Logic cells by family:
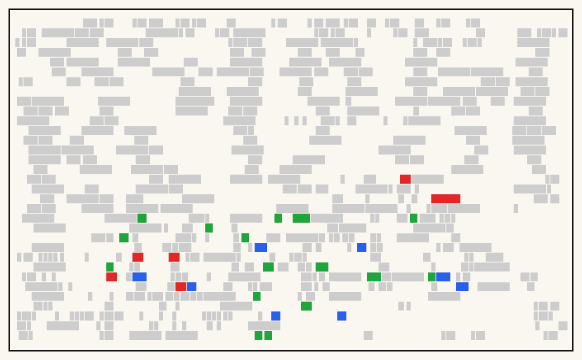
Congestion heat map:
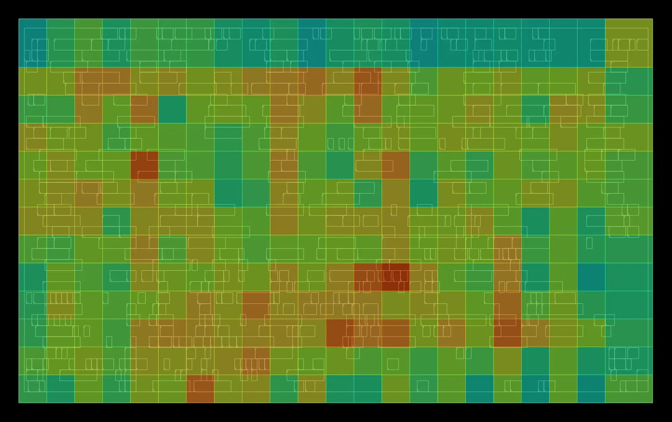
==> config.mk <==
export PLATFORM = sky130hd
export DESIGN_NAME = mgmt_rx_frame_reader
export DESIGN_NICKNAME = d
export VERILOG_FILES = /design/src/rtl/mgmt_rx_frame_reader.sv
export SDC_FILE = /design/constraint.sdc
export NUM_CORES = 1
export LEC_CHECK = 0
export CAP_MARGIN = 20
export CORE_ASPECT_RATIO = 0.6
export CORE_UTILIZATION = 35
export DETAILED_ROUTE_END_ITERATION = 12
export DONT_BUFFER_PORTS = 1
export GPL_TIMING_DRIVEN = 0
export PLACE_DENSITY = 0.47
export SYNTH_ARGS = -nofsm -noshare
export SYNTH_HDL_FRONTEND = slang
export SYNTH_SLANG_ARGS = --single-unit
==> constraint.sdc <==
create_clock -name sys_clk -period 4.4 [get_ports sys_clk]
set_input_delay 0.88 -clock sys_clk [delete_from_list [all_inputs] [get_ports sys_clk]]
set_output_delay 0.88 -clock sys_clk [all_outputs]
set_load 0.01 [all_outputs]
==> run_results.csv <==
group,metric,value,unit
drt,routed-via-count,3266,
pwr,power.density,632,mW/mm2
final_timing,layout_min_cycle_time,3.91,ns
pwr,p_leak,0.00260,uW
final_layout,nNetsFinal,546,
drt,viasPerCell,4.73,
pwr,clkPwrFrac,21.9,%
pwr,switching_share,34.5,%
grt,antenna_found_initial,0,
final_timing,fin_ws,0.495,ns
die,initial_core_util,36.3,%
final_timing,tns,0,ns
final_layout,buffer_area_share,8.60,%
critical_path,reg2reg_depth,11,
final_timing,rsz0062_at_grt,"false",
flow_run,warning_count,27,
critical_path,required,3.52,ns
final_timing,max_freq,256,MHz
final_timing,slew_headroom,43.0,%
pwr,pwr-share-comb,35.2,%
drt,routed-wl-met2,4660,um
clock_network,clk_latency,0.34,ns
clock_network,cts_root_buf,"clkbuf_16",
clock_network,clock-sinks,96,
flow_run,cap_violations,0,
final_layout,n_antenna_cell,0,
critical_path,path_cells,"nand2b_1 > clkbuf_1 > nor3_1 > ha_1 > inv_1 > ha_1 > xnor3_1 > nor2_1 > buf_2 > nor2_1 > buf_4",
clock_network,cts.clk_slew.worst_paths,0.07,ns
final_layout,inv_count,9,
synthesis,synth.top_cells.by_count,"mux2_2 (98), dfrtp_1 (96), buf_4 (49)",
drt,met1_length,5630,um
critical_path,cp_slowest_cell,"dfrtp_1",
pwr,pg_comb,1280,uW
final_layout,seq_share,41.6,%
drt,wl_per_cell,16.7,um
outcome,run_status,"completed",
final_layout,fin_area,0.00577,mm2
pwr,maxPowerGroup,"registers",
final_layout,fillers,1336,
grt,grt_pass1_wl,17900,um
synthesis,ys_chip_area,0.00502,mm2
final_layout,comb_cells,307,
grt,grt_max_degree,54,
critical_path,slowest_delay,0.40,ns
drt,drt_wl_total,11500,um
synthesis,syn_area,0.00502,mm2
die,num_rows,33,
drt,maxUsedRoutingLayer,"met4",
clock_network,cts_setup_buffers,0,
final_layout,clock_area_share,5.31,%
synthesis,area_leaders,"dfrtp_1 (48%), mux2_2 (22%), buf_4 (7.3%), nand2_1 (2.7%), nor2_1 (1.3%)",
final_timing,worst-slew-pin-transition,0.849,ns
final_layout,post-route-util,41.7,%
synthesis,top_area_share,47.9,%
final_timing,hold_viol,0,
grt,grt_usage,16.0,%
grt,overflow,0,
placed_design,hpwlAfterDp,8760,um
drt,wl_met3,1140,um
clock_network,postCtsHoldBufs,0,
clock_network,cts_tree,"yes",
die,tap_cells,192,
placed_design,dp_cells,675,
clock_network,clock_path_buffers,2,
final_layout,buffers,71,
pwr,seq-power,1570,uW
pwr,seqPwrFrac,43.0,%
drt,drtAntennaViolNets,0,
final_layout,largest_class,"registers",
synthesis,ys_async_sr_fraction,100,%
clock_network,cts_buffers,9,
die,chipArea,0.0148,mm2
final_layout,largest_register_ff_count,64,
-- 'logic cells by family' (at the start) --
| color | family | cells |
|---|---|---|
| blue | non-inverting ao/oa cells | 8 |
| green | and/or cells | 16 |
| red | xor and xnor cells | 6 |
fraction of area in multi-input gates: 39.7%
most frequent logic cell in the layout: mux2_2
Final Instance Count excl. Fillers: 691

-- 'congestion heat map' (at the start) --
GRT met2 Usage: 21.9%
global-route met1 utilization: 23.0%

critical path: cells and delay by family, from the launching register on:
family / cells / cell delay (ns)
flops: 1 / 0.40
buf+inv: 4 / 0.67
fa+ha+maj: 2 / 0.44
xor+xnor: 1 / 0.29
simple gates: 4 / 0.88
cell families (layout without fill, tap and decap cells):
group / count (synthesis) / in the layout / share of synthesized area [%]
buf+inv: 79 / 96 / 10.0
flops: 96 / 96 / 47.9
fa+ha+maj: 4 / 4 / 0.997
mux: 102 / 102 / 22.8
simple gates: 100 / 100 / 10.2
xor+xnor: 6 / 6 / 1.32
other cells: 1 / 48 / 0.0747
compound gates: 47 / 47 / 6.78
layer usage:
layer	vias to the layer above	track usage (%)
met3	6	6.56
met1	1595	23.0
met4	0	3.43
li1	1555	-
met2	110	21.9
met5	-	0
Power and IR drop assume default switching activity.
